### src/rtl/sm_drain.sv
// Captures one sorted frame by rank into a buffer, then streams it out with valid/ready.
// Optional SM_DRAIN_ORDER_CHECK_EN adds an ascending-order check on captured data.
module sm_drain #(
    parameter int DATA_WIDTH       = 8,
    parameter int ELEMENT_NUM      = 16,
    parameter int LOG2_ELEMENT_NUM = 4
) (
    input  logic                        clk,
    input  logic                        rst,
    input  logic                        sm_valid,
    input  logic [LOG2_ELEMENT_NUM-1:0] sm_addr,
    input  logic [DATA_WIDTH-1:0]       sm_data,
    input  logic                        clr_err,
    input  logic                        out_ready,
    output logic                        out_valid,
    output logic [DATA_WIDTH-1:0]       out_data,
    output logic                        out_last,
    output logic                        busy,
    output logic                        addr_err,
    output logic                        overrun,
    output logic                        order_err
);
    typedef enum logic [1:0] {IDLE, CAPTURE, DRAIN} state_t;

    localparam logic [LOG2_ELEMENT_NUM-1:0] LAST = LOG2_ELEMENT_NUM'(ELEMENT_NUM - 1);

    state_t                      r_state;
    logic [LOG2_ELEMENT_NUM:0]   r_cnt;
    logic [LOG2_ELEMENT_NUM-1:0] r_rd_ptr;
    logic                        r_out_valid;
    logic                        r_out_last;
    logic                        r_busy;
    logic                        r_addr_err;
    logic                        r_overrun;
    logic [DATA_WIDTH-1:0]       r_buf [ELEMENT_NUM];

    logic                        w_wr;
    logic                        w_addr_set;
    logic                        w_ovr_set;
    logic [LOG2_ELEMENT_NUM-1:0] w_rd_nxt;

    // A bad first rank in IDLE writes nothing; out-of-sequence ranks in CAPTURE still write.
    assign w_wr = !rst && sm_valid &&
                  ((r_state == IDLE && sm_addr == '0) || r_state == CAPTURE);
    assign w_addr_set = sm_valid &&
                        ((r_state == IDLE && sm_addr != '0) ||
                         (r_state == CAPTURE && {1'b0, sm_addr} != r_cnt));
    assign w_ovr_set  = sm_valid && r_state == DRAIN;
    assign w_rd_nxt   = r_rd_ptr + 1'b1;

    always_ff @(posedge clk) begin
        if (w_wr) r_buf[sm_addr] <= sm_data;
    end

    always_ff @(posedge clk) begin
        if (rst) begin
            r_state     <= IDLE;
            r_cnt       <= '0;
            r_rd_ptr    <= '0;
            r_out_valid <= 1'b0;
            r_out_last  <= 1'b0;
            r_busy      <= 1'b0;
            r_addr_err  <= 1'b0;
            r_overrun   <= 1'b0;
        end else begin
            // Set wins over a simultaneous clear.
            r_addr_err <= w_addr_set | (r_addr_err & ~clr_err);
            r_overrun  <= w_ovr_set  | (r_overrun  & ~clr_err);
            case (r_state)
                IDLE: begin
                    if (sm_valid && sm_addr == '0) begin
                        r_cnt   <= 1;
                        r_state <= CAPTURE;
                        r_busy  <= 1'b1;
                    end
                end
                CAPTURE: begin
                    if (sm_valid) begin
                        r_cnt <= r_cnt + 1'b1;
                        if (sm_addr == LAST) begin
                            r_state     <= DRAIN;
                            r_rd_ptr    <= '0;
                            r_out_valid <= 1'b1;
                            r_out_last  <= (LAST == '0);
                        end
                    end
                end
                DRAIN: begin
                    if (out_ready) begin
                        if (r_rd_ptr == LAST) begin
                            r_state     <= IDLE;
                            r_cnt       <= '0;
                            r_rd_ptr    <= '0;
                            r_out_valid <= 1'b0;
                            r_out_last  <= 1'b0;
                            r_busy      <= 1'b0;
                        end else begin
                            r_rd_ptr   <= w_rd_nxt;
                            r_out_last <= (w_rd_nxt == LAST);
                        end
                    end
                end
                default: r_state <= IDLE;
            endcase
        end
    end

`ifdef SM_DRAIN_ORDER_CHECK_EN
    logic [DATA_WIDTH-1:0] r_prev;
    logic                  r_order_err;
    logic                  w_ord_set;

    assign w_ord_set = sm_valid && r_state == CAPTURE && sm_addr != '0 && sm_data < r_prev;

    always_ff @(posedge clk) begin
        if (rst) begin
            r_prev      <= '0;
            r_order_err <= 1'b0;
        end else begin
            if (w_wr) r_prev <= sm_data;
            r_order_err <= w_ord_set | (r_order_err & ~clr_err);
        end
    end

    assign order_err = r_order_err;
`else
    assign order_err = 1'b0;
`endif

    assign out_valid = r_out_valid;
    assign out_data  = r_buf[r_rd_ptr];
    assign out_last  = r_out_last;
    assign busy      = r_busy;
    assign addr_err  = r_addr_err;
    assign overrun   = r_overrun;
endmodule

### config.mk
export PLATFORM = sky130hd
export DESIGN_NAME = sm_drain
export DESIGN_NICKNAME = d
export VERILOG_FILES = /design/src/rtl/sm_drain.sv
export SDC_FILE = /design/constraint.sdc
export NUM_CORES = 1
export LEC_CHECK = 0
export CAP_MARGIN = 20
export CORE_ASPECT_RATIO = 1.25
export CORE_MARGIN = 5
export CORE_UTILIZATION = 39
export CTS_BUF_LIST = sky130_fd_sc_hd__clkbuf_4 sky130_fd_sc_hd__clkbuf_8
export DETAILED_ROUTE_END_ITERATION = 7
export GPL_ROUTABILITY_DRIVEN = 0
export PLACE_DENSITY = 0.57
export SLEW_MARGIN = 20
export SYNTH_ARGS = -nofsm -noshare
export SYNTH_HDL_FRONTEND = slang
export SYNTH_SLANG_ARGS = --single-unit
### constraint.sdc
create_clock -name clk -period 3 [get_ports clk]
set_input_delay 0.9 -clock clk [delete_from_list [all_inputs] [get_ports clk]]
set_output_delay 0.9 -clock clk [all_outputs]
set_load 0.1 [all_outputs]
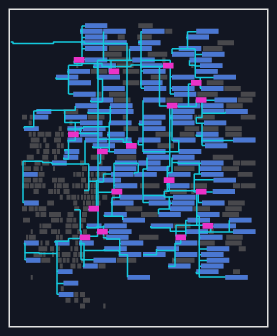
(run_1/clk_routes.png)
- clock drivers: magenta (count 17)
- flip-flops: blue (count 148)
- clock wires: cyan (length 1630 um)
- routed clock nets: 18
Setup Skew: 0.0123 ns
clk_lat worst skew: 0.44 ns
clock-net power: 1.44 mW
clock share of power: 33.5%

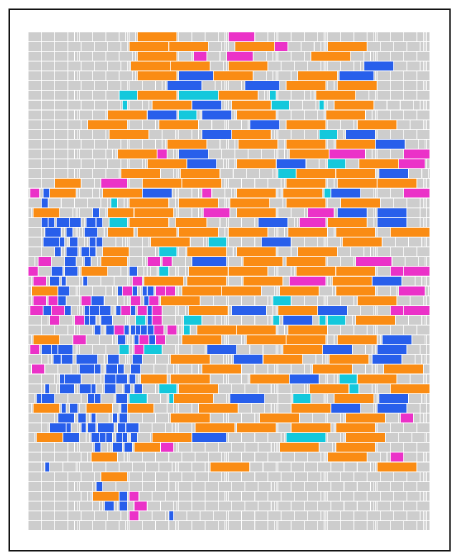
(run_1/placement_by_type.png)
Fill, decap, tap and diode cells in gray.
- sequential cells: orange (cells 148)
- remaining buffers and delay cells: magenta (cells 59)
- clock drivers and dummy loads: cyan (cells 32)
- combinational and other logic: blue (cells 160)
Seq/total area: 58.3%
CORE AREA: 15500 um2
design area: 7280 um2
num rows: 51

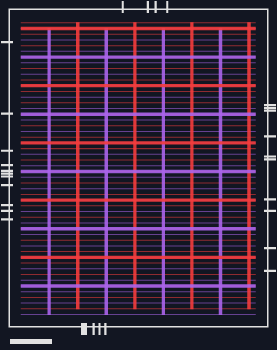
(run_1/power_grid.png)
The bar under the picture is 20 um long. Pins as bars on the die edge.
- VDD: red
- VSS: purple
- rows: 51
- met1 rails: 52
Die X: 122 um
IR drop worst, VDD: 0.000391 V
Die Ht: 150 um

==> flow_summary_export.csv, run 1 <==
group,metric,value,unit
status,outcome,"finished with violations",
status,violations,"negative setup slack",
die,fp_util,39.6,%
logic_synthesis,syn_area_per_cell,18.8,um2
worst_setup_path,cpLargestDelayFamily,"multiplexers",
logic_synthesis,top_area_cell,"edfxtp_1",
final_timing,finalSetupViolCount,8,
worst_hold_path,hp-start,"overrun$_SDFF_PP0_",
drt,wl_per_cell,21.5,um
clock_tree,cts-root-buf,"clkbuf_8",
worst_setup_path,cp_max_fo,7,
logic_synthesis,synth_cells,326,
finish,lay_top_count,"edfxtp_1",
placement,dp_slack,0.147,ns
logic_synthesis,syn-cell-area,6130,um2
finish,multi_input_comb_area,1680,um2
power,p_per_area,589,nW/um2
worst_setup_path,path_depth,5,
drt,wl_met2,6890,um
logic_synthesis,ys_sh_aoi,4.14,%
worst_setup_path,crit_slowest_cell,"mux4_2",
clock_tree,clk_path_buf_depth,2,
logic_synthesis,area_leaders,"edfxtp_1, mux4_1, dfxtp_1",
drt,via_per_inst,5.30,
logic_synthesis,async_flop_share,0,%
logic_synthesis,ys_sh_simple,5.47,%
logic_synthesis,ys_top_cells_by_count,"edfxtp_1, mux4_1, dfxtp_1",
worst_setup_path,required,2.10,ns
power,switchingPower,1.09,mW
worst_hold_path,hold_class,"flip-flop to flip-flop",
drt,first_pass_iters,4,
power,power_leader,"sequential cells",
grt,first_global_vias,3338,
worst_setup_path,crit_path_start_kind,"flip-flop",
power,pwr-share-seq,53.5,%
drt,remaining_drc_errors,0,
worst_setup_path,crit_chain,"buf_12 > buf_16 > mux4_2 > mux4_2 > buf_12",
final_timing,max_clock_freq,307,MHz
finish,area_growth,18.7,%
drt,drt-met1-wl,5590,um
final_timing,drv_slew,0,
finish,drive_above_1_share,26.8,%
clock_tree,hold_buffers,0,
final_timing,whs,0.482,ns
logic_synthesis,yosysWarnings,0,
run,warning_count,32,
drt,detail-route-antenna-nets,0,
worst_setup_path,worst_setup_path_end_kind,"output pin",
placement,io_buffers,29,
finish,finalNetCount,410,
drt,topRoutingLayerUsed,"met4",
final_timing,layout_setup_ws,-0.257,ns
drt,drt_wl_total,13200,um
grt,grt_max_degree,33,
die,io-pin-count,31,
grt,grt_antenna_before_repair,1,
logic_synthesis,ys_types,48,
logic_synthesis,top_cell,"edfxtp_1",
worst_setup_path,arrival,2.36,ns
logic_synthesis,netlist_logic_family_top,"multiplexers",
logic_synthesis,synth-seq-area-share,69.2,%
finish,seq_area,4250,um2
logic_synthesis,edf_count,128,
drt,wl_met3,457,um
drt,vias,3242,
worst_setup_path,critPathCapture,"out_data[0]",
final_timing,worst_pin_slew,0.571,ns
worst_setup_path,worst-setup-path-type,"flip-flop to output pin",
clock_tree,cts_max_level,4,
final_timing,max-slew-margin-rel,61.9,%
worst_setup_path,r2r-end,"r_buf[8][1]$_DFFE_PP_",
final_timing,finalSetupTns,-1.75,ns
clock_tree,numCtsBuffers,17,
logic_synthesis,synthesis.nets,350,
logic_synthesis,yosys_area,6130,um2
logic_synthesis,ys_sh_adder,1.43,%
power,power_leakage,2.32,nW
clock_tree,cts.sinks,148,
grt,grt-ovfl-total,0,
drt,drt_iter0_drc,284,
worst_setup_path,cp.buffers_inverters,3,
run,drv_cap,0,
power,switching_share,25.5,%
logic_synthesis,synth_top_area_share,62.7,%
final_timing,min_period_over_period,109,%
worst_setup_path,slowest_delay,0.55,ns
clock_tree,cts_tree,"built",
final_timing,hold_violations,0,
grt,grtUsageTotal,15.4,%
power,comb_power_share,13.0,%
logic_synthesis,synthFlopType,"edfxtp_1",
[run 1: cell families after synthesis]
family                   Yosys count
AND-OR/OR-AND                     37
AND/OR/NAND/NOR                   61
multiplexers                      42
adder cells (fa/ha/maj)            7
flip-flops                       148
XOR/XNOR                           6
buffers and inverters             24
other                              1
[run 1: final cells by class]
| class | instances | area share [%] |
|---|---|---|
| Inverter | 6 | 0.309 |
| Timing Repair Buffer | 59 | 9.52 |
| Antenna cell | 1 | 0.0344 |
| Sequential cell | 148 | 58.3 |
| Clock buffer | 19 | 3.42 |
| Clock inverter | 13 | 1.60 |
| Multi-Input combinational cell | 154 | 23.1 |
| Tap cell | 212 | 3.64 |
[run 1: metal layers]
metal	vias to the layer above	global-route usage [%]
met4	0	5.77
met3	19	3.49
met2	70	25.9
met5	-	0
li1	1455	-
met1	1698	19.4
[run 1: state kept, by name, summed over array words and instances, names as in the netlist, named ones only]
signal / cells
busy: 1
addr_err: 1
r_rd_ptr: 4
r_buf: 128
r_cnt: 5
out_valid: 1
r_state: 2
overrun: 1
out_last: 1
[run 1: worst reg2reg max path, delay by kind of cell (launching register included)]
kind                       cells  cell delay, ns
DFF                            1            0.34
and+or+nand+nor                2            0.70
adders and majority gates      1            0.43
AOI/OAI and AO/OA              1            0.08
buffers and inverters          2            0.32
[run 1: what timing repair did]
item | 4_1_cts | 5_1_grt
setup buffers | 2 | 0
cloned | 3 | 0
resized | 19 | 1
endpoints found under the setup margin | 8 | 8
[run 1: through the flow]
step           cells  util [%]  total power [mW]  cell area (um2)
2_1_floorplan    326         -              2.72             6130
3_3_place_gp     574      44.2              2.87             6850
3_5_place_dp     574      44.2              2.88             6850
4_1_cts          611      47.0              4.32             7280
5_1_grt          612      47.0              4.48             7280
6_report         612      47.0              4.29             7280
==> run 1 -> run 2 <==
SETUP_SLACK_MARGIN = 0.05   (was unset)
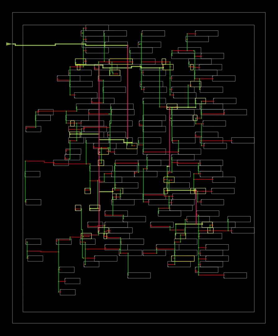
(run_2/clocks.png)
clk sink count: 148
Seq cells: 148

==> run 2 against run 1 <==
Net effect:
- the flow still finishes with violations (negative setup slack)
- total power did not move
- sequential power about the same
- clock skew is the same
- register-to-register slack barely moved
- combinational power hardly changed
- worst hold slack stayed put
- worst setup slack stayed put
- maximum frequency unchanged
- core utilization unchanged
- critical path type unchanged
- largest power group unchanged
==> flow_summary_export.csv, run 2 <==
group,metric,value,unit
power,p_per_area,589,nW/um2
logic_synthesis,synth_top_area_share,62.7,%
placement,place_area,6850,um2
final_timing,drv_slew,0,
die,die_w,122,um
power,p_total,4.29,mW
clock_tree,numCtsBuffers,17,
placement,hpwl,8230,um
final_timing,skew,0.0123,ns
worst_hold_path,hp-start,"overrun$_SDFF_PP0_",
power,pg_comb,557,uW
worst_setup_path,ff2ff_path_depth,6,
final_timing,max_clock_freq,307,MHz
clock_tree,cts.reportedPaths.clkPinSlew,0.08,ns
power,comb_power_share,13.0,%
placement,dp_cells,574,
power,pwr-share-seq,53.5,%
grt,grt_max_degree,33,
logic_synthesis,top_area_cell,"edfxtp_1",
power,pwr-share-clk,33.5,%
final_timing,finalSetupViolCount,8,
logic_synthesis,synth_cells,326,
finish,lay_top_count,"edfxtp_1",
finish,area_growth,18.7,%
finish,utilization,47.0,%
die,io-pin-count,31,
finish,reg.largest.list,"r_buf x128, r_cnt x5, r_rd_ptr x4",
status,violations,"negative setup slack",
power,switchingPower,1.09,mW
finish,instances_no_fill,612,
status,outcome,"finished with violations",
finish,finalNetCount,410,
finish,fin_area,7280,um2
worst_setup_path,r2r-end,"r_buf[8][1]$_DFFE_PP_",
worst_hold_path,hold_class,"flip-flop to flip-flop",
drt,drt_iter0_drc,284,
logic_synthesis,syn_area_per_cell,18.8,um2
die,row_count,51,
finish,final_cell_mix,"edfxtp_1, mux4_2, buf_4, dfxtp_1, clkbuf_8",
die,fp_util,39.6,%
finish,drive_above_1_share,26.8,%
run,warning_count,32,
finish,largest_reg_flops,128,
power,pwr.group.clock,1.44,mW
logic_synthesis,ys_types,48,
worst_setup_path,arrival,2.36,ns
logic_synthesis,async_flop_share,0,%
worst_setup_path,crit_path_start_kind,"flip-flop",
logic_synthesis,ys_top_cells_by_count,"edfxtp_1, mux4_1, dfxtp_1",
die,core_area,15500,um2
worst_hold_path,holdPathStages,2,
final_timing,layout_setup_ws,-0.257,ns
grt,grt_antenna_before_repair,1,
logic_synthesis,yosysWarnings,0,
clock_tree,clk_path_buf_depth,2,
worst_setup_path,required,2.10,ns
drt,wl_per_cell,21.5,um
drt,detail-route-antenna-nets,0,
power,pg_seq,2.29,mW
finish,seq_area,4250,um2
worst_setup_path,reg2reg_from,"r_state[1]$_SDFFE_PP0P_",
logic_synthesis,top_cell,"edfxtp_1",
worst_setup_path,worst-setup-path-type,"flip-flop to output pin",
placement,dp_slack,0.147,ns
drt,vias,3242,
placement,io_buffers,29,
final_timing,min_period_over_period,109,%
finish,multi_input_comb_area,1680,um2
logic_synthesis,syn-cell-area,6130,um2
run,drv_cap,0,
die,chipArea,18400,um2
grt,grt_pass1_wl,20100,um
die,die_h,150,um
logic_synthesis,area_leaders,"edfxtp_1, mux4_1, dfxtp_1",
logic_synthesis,synth-seq-area-share,69.2,%
final_timing,grt_setup_unrepaired,"true",
clock_tree,clk_latency,0.44,ns
logic_synthesis,synth_flops,148,
power,power_leader,"sequential cells",
finish,fill_cells,1322,
worst_setup_path,worst_setup_path_end_kind,"output pin",
logic_synthesis,synthFlopType,"edfxtp_1",
final_timing,finalCriticalPeriod,3.26,ns
clock_tree,cts_tree,"built",
final_timing,worst_pin_slew,0.571,ns
clock_tree,cts-root-buf,"clkbuf_8",
grt,grtUsageTotal,15.4,%
power,ir_drop,0.000391,V
worst_setup_path,cp_max_fo,7,
drt,remaining_drc_errors,0,
worst_hold_path,whs_endpoint,"overrun$_SDFF_PP0_",
final_timing,max-slew-margin-rel,61.9,%
worst_setup_path,reg2reg_setup_slack,0.82,ns
grt,grt-ovfl-total,0,
clock_tree,cts_max_level,4,
finish,regMostFlops,"r_buf",
drt,drt_wl_total,13200,um
clock_tree,hold_buffers,0,
final_timing,hold_violations,0,
final_timing,finalSetupTns,-1.75,ns
logic_synthesis,ys_cells,326,
logic_synthesis,yosys_area,6130,um2
final_timing,whs,0.482,ns
power,power_leakage,2.32,nW
power,switching_share,25.5,%
grt,first_global_vias,3338,
power,p_int,3.19,mW
logic_synthesis,edf_count,128,
logic_synthesis,synthesis.nets,350,
drt,via_per_inst,5.30,
drt,first_pass_iters,4,
[run 2: cell counts in the layout (fill, tap and decap cells not counted)]
Identical to the previous run, type by type.
[run 2: metal layers]
layer / track usage, % / part of all wire [%] / up-vias
met5: 0 / 0 / -
met4: 5.77 / 1.8 / 0
met3: 3.49 / 3.5 / 19
met2: 25.9 / 52 / 70
met1: 19.4 / 42 / 1698
li1: - / - / 1455
[run 2: cell type report]
type                       count  area share [%]
clock buffer                  19            3.42
timing repair buffer          59            9.52
tap                          212            3.64
antenna                        1          0.0344
multi-input combinational    154            23.1
clock inverter                13            1.60
sequential                   148            58.3
inverter                       6           0.309
[run 2: kinds of logic (layout without fill, tap and decap cells)]
logic type               Yosys count  count (layout)  share of synthesized area, %
XOR/XNOR                           6               6                         0.857
adder cells (fa/ha/maj)            7               7                          1.43
AND-OR/OR-AND                     37              37                          4.14
buffers and inverters             24              97                          2.39
AND/OR/NAND/NOR                   61              61                          5.47
flip-flops                       148             148                          69.2
other                              1               2                        0.0611
multiplexers                      42              42                          16.5
[run 2: worst max-delay path by stage]
stage	start	end	depth (start not counted)
2_1_floorplan	sm_addr[2]	r_buf[0][0]$_DFFE_PP_	5
3_3_place_gp	sm_addr[1]	flip-flop	5
3_5_place_dp	sm_valid	r_buf[0][4]$_DFFE_PP_	5
4_1_cts	flip-flop	out_data[5]	5
5_1_grt	flip-flop	out_data[0]	5
6_report	flip-flop	out_data[0]	5
[run 2: critical path, cell delays in order, from the launching register on]
cell     delay, ns
dfxtp_4       0.41
buf_12        0.13
buf_16        0.14
mux4_2        0.49
mux4_2        0.55
buf_12        0.20
[run 2: timing repair]
action / 4_1_cts / 5_1_grt
setup endpoints to repair: 8 / 8
cloned: 3 / 0
setup buffers: 2 / 0
resized: 19 / 1
==> run 2 -> run 3 <==
--- a/config.mk
+++ b/config.mk
@@ -8,10 +8,10 @@
 export CAP_MARGIN = 20
 export CORE_ASPECT_RATIO = 1.25
-export CORE_MARGIN = 5
 export CORE_UTILIZATION = 39
 export CTS_BUF_LIST = sky130_fd_sc_hd__clkbuf_4 sky130_fd_sc_hd__clkbuf_8
 export DETAILED_ROUTE_END_ITERATION = 7
+export DONT_BUFFER_PORTS = 1
 export GPL_ROUTABILITY_DRIVEN = 0
-export PLACE_DENSITY = 0.57
+export PLACE_DENSITY = 0.54
 export SETUP_SLACK_MARGIN = 0.05
 export SLEW_MARGIN = 20
==> constraint.sdc (replaced) <==
create_clock -name clk -period 3 [get_ports clk]
set_input_delay 0.9 -clock clk [delete_from_list [all_inputs] [get_ports clk]]
set_output_delay 0.9 -clock clk [all_outputs]
set_load 0.02 [all_outputs]
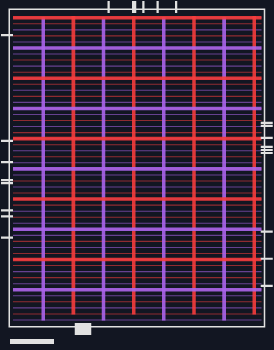
(run_3/power_grid.png)
The bar under the picture is 20 um long. Pins as bars on the die edge.
- VSS: purple
- VDD: red
- signal pins: 31
- met1 rails: 51
- met5 straps: 10
- met4 straps: 8
- rows: 50

==> run 3 against run 2 <==
Net effect:
- the flow still finishes with violations (negative setup slack)
- total power shrank 2.1%
- sequential power is essentially flat
- via count shrank 5.2%
- global-route usage grew 2.6 points
- combinational power shrank about 40%
- clock skew shrank 0.0015 ns
- flip-flop count is the same
- maximum frequency grew 4.3%
- register-to-register slack lost 0.08 ns
- largest cell class unchanged
==> flow_summary_export.csv, run 3 <==
group,metric,value,unit
status,outcome,"finished with violations",
logic_synthesis,synthFlopType,"edfxtp_1",
logic_synthesis,ys_types,48,
run,warning_count,32,
logic_synthesis,ys_sh_xor,0.857,%
finish,largest_reg_flops,128,
grt,grt_max_degree,33,
finish,lay_top_count,"edfxtp_1",
power,p_per_area,608,nW/um2
power,pg_comb,332,uW
grt,grt_antenna_before_repair,0,
placement,dp_cells,536,
clock_tree,cts_max_level,4,
clock_tree,clk_path_buf_depth,2,
final_timing,finalCriticalPeriod,3.12,ns
final_timing,finalSetupViolCount,8,
logic_synthesis,synth_top_area_share,62.7,%
power,pwr.group.clock,1.55,mW
final_timing,layout_setup_ws,-0.123,ns
finish,final_cell_mix,"edfxtp_1, mux4_2, dfxtp_1, buf_4, clkbuf_8",
drt,remaining_drc_errors,0,
clock_tree,clk_latency,0.45,ns
logic_synthesis,netlist_logic_family_top,"multiplexers",
final_timing,finalSetupTns,-0.893,ns
grt,busiest_layer,"met2",
finish,seq_area,4250,um2
finish,n_antenna_cell,0,
final_timing,min_period_over_period,104,%
worst_hold_path,hold_class,"flip-flop to flip-flop",
finish,finalNetCount,376,
clock_tree,cts-root-buf,"clkbuf_8",
power,pwr-share-clk,37.0,%
drt,topRoutingLayerUsed,"met4",
logic_synthesis,top_area_cell,"edfxtp_1",
grt,grt-ovfl-total,0,
power,power_leakage,2.14,nW
logic_synthesis,ys_top_cells_by_count,"edfxtp_1, mux4_1, dfxtp_1",
grt,first_global_vias,3250,
die,fp_util,40.4,%
grt,grtUsageMet2,31.2,%
clock_tree,numCtsBuffers,17,
grt,grtUsageTotal,18.0,%
final_timing,worst_pin_slew,0.527,ns
logic_synthesis,synth-seq-area-share,69.2,%
drt,wl_per_cell,23.3,um
worst_setup_path,cp_max_fo,8,
logic_synthesis,yosys_area,6130,um2
finish,fill_cells,1300,
drt,detail-route-antenna-nets,0,
drt,first_pass_iters,6,
worst_setup_path,crit_path_start_kind,"flip-flop",
logic_synthesis,ys_sh_adder,1.43,%
worst_setup_path,worst_setup_path_end_kind,"output pin",
power,pg_seq,2.31,mW
die,die_h,142,um
die,row_count,50,
logic_synthesis,area_leaders,"edfxtp_1, mux4_1, dfxtp_1",
power,ir_drop,0.000261,V
placement,dp_slack,0.300,ns
power,p_int,3.23,mW
logic_synthesis,synth_cells,326,
finish,reg.largest.list,"r_buf x128, r_cnt x5, r_rd_ptr x4",
drt,drt-met1-wl,5380,um
die,io-pin-count,31,
finish,regMostFlops,"r_buf",
grt,grt_pass1_wl,20200,um
finish,area_growth,12.6,%
logic_synthesis,top_cell,"edfxtp_1",
logic_synthesis,ys_sh_mux,16.5,%
power,switching_share,23.1,%
logic_synthesis,ys_cells,326,
finish,multi_input_comb_area,1690,um2
power,switchingPower,968,uW
grt,grt_util_met1,20.9,%
logic_synthesis,ys_sh_simple,5.47,%
logic_synthesis,yosysWarnings,0,
status,violations,"negative setup slack",
drt,vias,3075,
final_timing,skew,0.0108,ns
placement,hpwl,8010,um
power,pwr-share-seq,55.1,%
logic_synthesis,async_flop_share,0,%
worst_setup_path,required,2.10,ns
die,die_w,114,um
logic_synthesis,synth_flops,148,
final_timing,drv_slew,0,
final_timing,hold_violations,0,
logic_synthesis,syn-cell-area,6130,um2
finish,instances_no_fill,573,
finish,drive_above_1_share,24.1,%
final_timing,grt_setup_unrepaired,"true",
drt,drt_wl_total,13300,um
final_timing,max-slew-margin-rel,63.8,%
logic_synthesis,ys_sh_aoi,4.14,%
worst_setup_path,worst-setup-path-type,"flip-flop to output pin",
drt,wl_met2,7050,um
power,power_leader,"sequential cells",
placement,io_buffers,0,
worst_setup_path,arrival,2.22,ns
logic_synthesis,synthesis.nets,350,
clock_tree,cts.sinks,148,
logic_synthesis,edf_count,128,
clock_tree,cts.reportedPaths.clkPinSlew,0.07,ns
power,comb_power_share,7.9,%
[run 3: cell count changes in the layout (fill, tap and decap cells not counted), moves of 2 or more]
cell             previous run  this run
clkinv_2                    6         3
clkdlybuf4s50_1            16         0
mux4_1                      8        10
mux4_2                     32        30
clkinvlp_4                  2         4
buf_12                     12         4
buf_4                      28        18
[run 3: metrics by stage]
stage,power (mW),utilization [%],hold slack (ns),area (um2)
2_1_floorplan,2.61,-,0.462,6130
3_3_place_gp,2.67,42.4,0.474,6450
5_1_grt,4.35,45.4,0.481,6910
6_report,4.20,45.4,0.504,6910
4_1_cts,4.23,45.7,0.474,6940
3_5_place_dp,2.67,42.4,0.488,6450
[run 3: cell type report]
| type | instances | area share (%) |
|---|---|---|
| clock buffers | 18 | 3.50 |
| inverters | 6 | 0.326 |
| well taps | 208 | 3.77 |
| multi-input cells | 154 | 24.5 |
| clock inverters | 14 | 2.32 |
| repair buffers | 25 | 4.08 |
| flip-flops and latches | 148 | 61.5 |
[run 3: what timing repair did]
action                     4_1_cts  5_1_grt
setup endpoints to repair        8        8
gates resized                   16        3
buffers inserted                 3        0
cloned                           3        0
hold buffers                     0        0
[run 3: path summary, 6_finish.rpt]
check / from / to / slack [ns] / cells after the start
setup / recovery: flip-flop / out_data[4] / -0.12 / 4
hold / removal: r_cnt[4]$_SDFFE_PP0P_ / r_cnt[4]$_SDFFE_PP0P_ / 0.50 / 2
setup reg to reg: r_state[1]$_SDFFE_PP0P_ / r_buf[4][4]$_DFFE_PP_ / 0.74 / 6
hold reg to reg: r_cnt[4]$_SDFFE_PP0P_ / r_cnt[4]$_SDFFE_PP0P_ / 0.50 / 2
[run 3: worst max-delay path, stage by stage, from the launching register on]
cell     delay (ns)
dfxtp_4        0.40
buf_12         0.13
buf_16         0.14
mux4_2         0.53
mux4_2         0.58
Power and IR drop assume default switching activity.
